===== src/rtl/calc_pkg.sv =====
// Shared calculator-datapath definitions used by the keypad front end.
package calc_pkg;

    localparam int KP_ROWS   = 4;
    localparam int KP_COLS   = 4;
    localparam int KP_IDX_W  = 2;
    localparam int KP_CODE_W = 4;

    typedef enum logic [1:0] {
        SCAN,
        DEBOUNCE,
        HOLD,
        RELEASE
    } kp_state_t;

    // Lowest-index asserted column wins so multi-key presses resolve deterministically.
    function automatic logic [KP_IDX_W-1:0] lowest_col(input logic [KP_COLS-1:0] cols);
        lowest_col = '0;
        for (int i = KP_COLS - 1; i >= 0; i--) begin
            if (cols[i]) lowest_col = i[KP_IDX_W-1:0];
        end
    endfunction

endpackage


===== src/rtl/keypad_scan_sync2.sv =====
// Two-flop synchronizer of parameterized width for asynchronous level inputs.
module sync2 #(
    parameter int WIDTH = 1
) (
    input  logic             clk,
    input  logic             reset,
    input  logic [WIDTH-1:0] d,
    output logic [WIDTH-1:0] q
);

    logic [WIDTH-1:0] meta_q;
    logic [WIDTH-1:0] sync_q;

    always_ff @(posedge clk) begin
        if (reset) begin
            meta_q <= '0;
            sync_q <= '0;
        end else begin
            meta_q <= d;
            sync_q <= meta_q;
        end
    end

    assign q = sync_q;

endmodule


===== src/rtl/keypad_scan.sv =====
// Press-aware 4x4 keypad scanner with debounce; optional auto-repeat while held
// is enabled by defining KEYPAD_SCAN_REPEAT_EN.
module keypad_scan
    import calc_pkg::*;
#(
    parameter int SCAN_DIV     = 16,
    parameter int DEBOUNCE_CNT = 1024
`ifdef KEYPAD_SCAN_REPEAT_EN
    ,
    parameter int REPEAT_CYCLES = 2**20
`endif
) (
    input  logic                 clk,
    input  logic                 reset,
    input  logic [KP_COLS-1:0]   col_in,
    output logic [KP_ROWS-1:0]   row_out,
    output logic [KP_IDX_W-1:0]  row_idx,
    output logic [KP_CODE_W-1:0] key_code,
    output logic                 key_valid,
    output logic                 key_held
);

    localparam int DW_W = $clog2(SCAN_DIV);
    localparam int DB_W = $clog2(DEBOUNCE_CNT);
    localparam logic [DW_W-1:0] DW_LAST = DW_W'(SCAN_DIV - 1);
    localparam logic [DB_W-1:0] DB_ACC  = DB_W'(DEBOUNCE_CNT - 1);
    // The HOLD cycle that first sees the column low counts toward the release run.
    localparam logic [DB_W-1:0] DB_REL  = DB_W'(DEBOUNCE_CNT - 2);

    logic [KP_COLS-1:0] col_s;

    sync2 #(.WIDTH(KP_COLS)) u_col_sync (
        .clk   (clk),
        .reset (reset),
        .d     (col_in),
        .q     (col_s)
    );

    kp_state_t               state_q, state_d;
    logic [DW_W-1:0]         dw_q, dw_d;
    logic [DB_W-1:0]         db_q, db_d;
    logic [KP_IDX_W-1:0]     row_q, row_d;
    logic [KP_IDX_W-1:0]     col_q, col_d;
    logic [KP_CODE_W-1:0]    code_q, code_d;
    logic                    valid_q, valid_d;
    logic                    held_q, held_d;
    logic                    col_hit;

`ifdef KEYPAD_SCAN_REPEAT_EN
    localparam int RC_W = $clog2(REPEAT_CYCLES);
    localparam logic [RC_W-1:0] RC_LAST = RC_W'(REPEAT_CYCLES - 1);
    logic [RC_W-1:0] rc_q, rc_d;
`endif

    assign col_hit = col_s[col_q];

    always_comb begin
        state_d = state_q;
        dw_d    = dw_q;
        db_d    = db_q;
        row_d   = row_q;
        col_d   = col_q;
        code_d  = code_q;
        valid_d = 1'b0;
        held_d  = held_q;
`ifdef KEYPAD_SCAN_REPEAT_EN
        rc_d    = '0;
`endif
        case (state_q)
            SCAN: begin
                if (dw_q == DW_LAST) begin
                    dw_d = '0;
                    if (|col_s) begin
                        col_d   = lowest_col(col_s);
                        db_d    = '0;
                        state_d = DEBOUNCE;
                    end else begin
                        row_d = row_q + 1'b1;
                    end
                end else begin
                    dw_d = dw_q + 1'b1;
                end
            end
            DEBOUNCE: begin
                if (!col_hit) begin
                    state_d = SCAN;
                    row_d   = row_q + 1'b1;
                    dw_d    = '0;
                end else if (db_q == DB_ACC) begin
                    code_d  = {row_q, col_q};
                    valid_d = 1'b1;
                    held_d  = 1'b1;
                    state_d = HOLD;
                end else begin
                    db_d = db_q + 1'b1;
                end
            end
            HOLD: begin
                if (!col_hit) begin
                    state_d = RELEASE;
                    db_d    = '0;
                end
`ifdef KEYPAD_SCAN_REPEAT_EN
                else if (rc_q == RC_LAST) begin
                    valid_d = 1'b1;
                end else begin
                    rc_d = rc_q + 1'b1;
                end
`endif
            end
            RELEASE: begin
                if (col_hit) begin
                    state_d = HOLD;
                end else if (db_q == DB_REL) begin
                    state_d = SCAN;
                    held_d  = 1'b0;
                    row_d   = row_q + 1'b1;
                    dw_d    = '0;
                end else begin
                    db_d = db_q + 1'b1;
                end
            end
            default: state_d = SCAN;
        endcase
    end

    always_ff @(posedge clk) begin
        if (reset) begin
            state_q <= SCAN;
            dw_q    <= '0;
            db_q    <= '0;
            row_q   <= '0;
            col_q   <= '0;
            code_q  <= '0;
            valid_q <= 1'b0;
            held_q  <= 1'b0;
        end else begin
            state_q <= state_d;
            dw_q    <= dw_d;
            db_q    <= db_d;
            row_q   <= row_d;
            col_q   <= col_d;
            code_q  <= code_d;
            valid_q <= valid_d;
            held_q  <= held_d;
        end
    end

`ifdef KEYPAD_SCAN_REPEAT_EN
    always_ff @(posedge clk) begin
        if (reset) rc_q <= '0;
        else       rc_q <= rc_d;
    end
`endif

    assign row_out   = {{(KP_ROWS-1){1'b0}}, 1'b1} << row_q;
    assign row_idx   = row_q;
    assign key_code  = code_q;
    assign key_valid = valid_q;
    assign key_held  = held_q;

endmodule


===== config.mk =====
export PLATFORM = sky130hd
export DESIGN_NAME = keypad_scan
export DESIGN_NICKNAME = d
export VERILOG_FILES = /design/src/rtl/calc_pkg.sv /design/src/rtl/keypad_scan_sync2.sv /design/src/rtl/keypad_scan.sv
export SDC_FILE = /design/constraint.sdc
export NUM_CORES = 1
export LEC_CHECK = 0
export CAP_MARGIN = 20
export CORE_MARGIN = 5
export CORE_UTILIZATION = 30
export DETAILED_ROUTE_END_ITERATION = 16
export GPL_ROUTABILITY_DRIVEN = 0
export SYNTH_ARGS = -nofsm -noshare
export SYNTH_HDL_FRONTEND = slang
export SYNTH_SLANG_ARGS = --single-unit

===== constraint.sdc =====
create_clock -name clk -period 5.2 [get_ports clk]
set_clock_uncertainty 0.15 [all_clocks]
set_input_delay 1.04 -clock clk [delete_from_list [all_inputs] [get_ports clk]]
set_output_delay 1.04 -clock clk [all_outputs]
set_load 0.02 [all_outputs]

Figure 1. Floorplan with the power grid.
The bar under the picture is 20 um long. Pins as bars on the die edge.
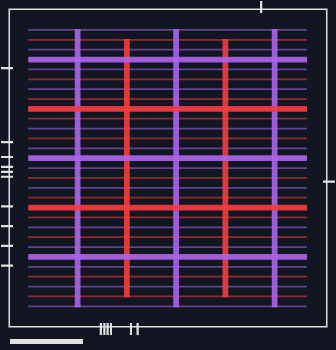
[purple] VSS
[red] VDD
met5 straps: 5
rows: 28
met1 rails: 29
signal pins: 18
met4 straps: 5

Figure 2. Placement by cell class.
Fill, decap, tap and diode cells in grey.
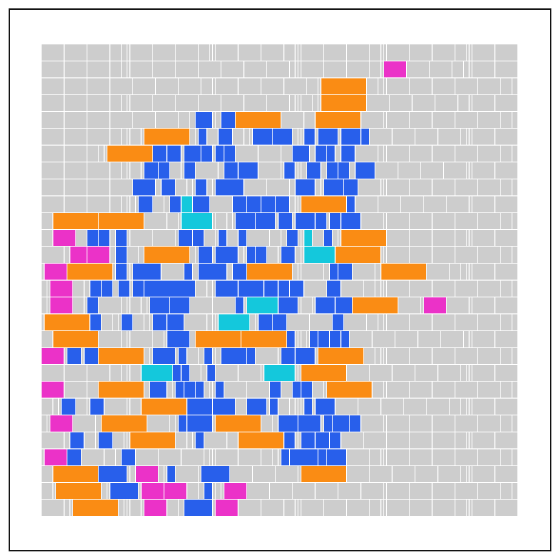
[orange] flip-flops | cells: 34 | share of their area: 34%
[blue] all other logic | cells: 159 | share of their area: 52%
[cyan] clock drivers and dummy loads | cells: 8 | share of their area: 4.6%
[magenta] other buffers and delay cells | cells: 18 | share of their area: 8.9%
flop share of the area: 0.3271
Core Footprint: 5851 um^2

Figure 3. Clock wires, drivers and flops.
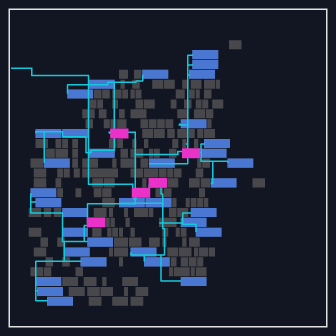
[cyan] clock wires | length: 437 um
[blue] flip-flops | count: 34
[magenta] cells driving clock nets | count: 5
routed clock nets: 6

Figure 4. Wiring by layer.
The bar under the picture is 20 um long. Two of the layers only.
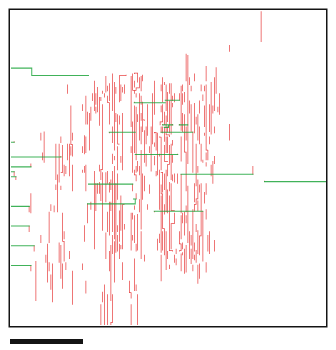
[red] met2 | wire length: 1840 um
[green] met3 | wire length: 190 um

==> metrics.log <==
[flow] collecting metrics
[metrics] final standard cell utilization of the core: 0.3556
[metrics] Top class by area: combinational gates
[metrics] via count of the first global-routing pass: 1489
[metrics] sum of routed wire length over all layers: 4120 um
[metrics] startpoint type of the worst setup path: register
[metrics] Yosys reg bits: 34
[metrics] Sw Pwr: 0.1092 mW
[metrics] TritonCTS buffer count: 5
[metrics] R2R cell count: 4
[metrics] met3 layer wire length in the routed design: 189 um
[metrics] total number of H-tree levels: 2
[metrics] proportion of cell area spent on the clock network: 0.04390
[metrics] Post-Synthesis Cells: 206
[metrics] horizontal extent of the die: 87.09 um
[metrics] startpoint of the lowest-slack hold path: u_col_sync.meta_q[2]
[metrics] per-cell routed wire length: 14.01 um
[metrics] area of all placed cells without fillers: 2081 um^2
[metrics] leading cell types by count after synthesis: sky130_fd_sc_hd__dfxtp_1, sky130_fd_sc_hd__nand3_1, sky130_fd_sc_hd__nand2_1, sky130_fd_sc_hd__nor2_1, sky130_fd_sc_hd__a21oi_1
[metrics] minimum hold slack: 0.2875 ns
[metrics] mapped cell area: 1783 um^2
[metrics] post-synth cell types: 45
[metrics] fraction of the core area occupied by cells at floorplan: 0.3047
[metrics] DRC: 0
[metrics] area fraction in full adders, half adders and majority gates: 0.04912
[metrics] status: finished, final reports clean
[metrics] start point of the critical path: row_idx[0]
[metrics] worst min-delay path class: reg2reg
[metrics] design internal power: 0.3858 mW
[metrics] vias after detailed routing: 1598
[metrics] number of warnings reported in the yosys synthesis log: 0
[metrics] I/O pin count: 18
[metrics] Reg-to-Reg Start: col_q[1]
[metrics] remaining antenna violation count: 0
[metrics] YS chip area: 1783 um^2
[metrics] top layer used by detailed routing: met4
[metrics] Total Power Consumption: 0.4951 mW
[metrics] DR vias/cell: 5.435
[metrics] Overflow after GRT: 0
[metrics] setup bufs post-CTS: 0
[metrics] most common cell in the netlist: sky130_fd_sc_hd__dfxtp_1
[metrics] area fraction in mux cells: 0.05333
[metrics] number of max-slew violations in the final report: 0
[metrics] minimum clock period after layout: 2.796 ns
[critical path, delay by kind of cell (launching register included)]
family	cells	cell delay, ns
flops	1	0.46
buf+inv	2	0.67
fa+ha+maj	1	0.21
[registers in the layout (all words and copies together), names as in the netlist, named ones only]
name               count
u_col_sync.meta_q      4
u_col_sync.q           4
row_idx                2
dw_q                   4
col_q                  2
state_q                1
key_held               1
key_code               4
key_valid              1
db_q                  10
[cells in the final DEF, fill, tap and decap left out, drive strengths merged, types with 8 or more instances in the layout]
cell           Yosys  layout
a21oi             11      11
nand3             16      16
dfxtp             34      34
inv               10      10
a31oi              9       9
nor2b              8       8
nand2             12      12
nand4              9       9
nor2              12      12
clkdlybuf4s50      0      17
Power figures rest on the tool's default switching activity, not on a simulated workload.
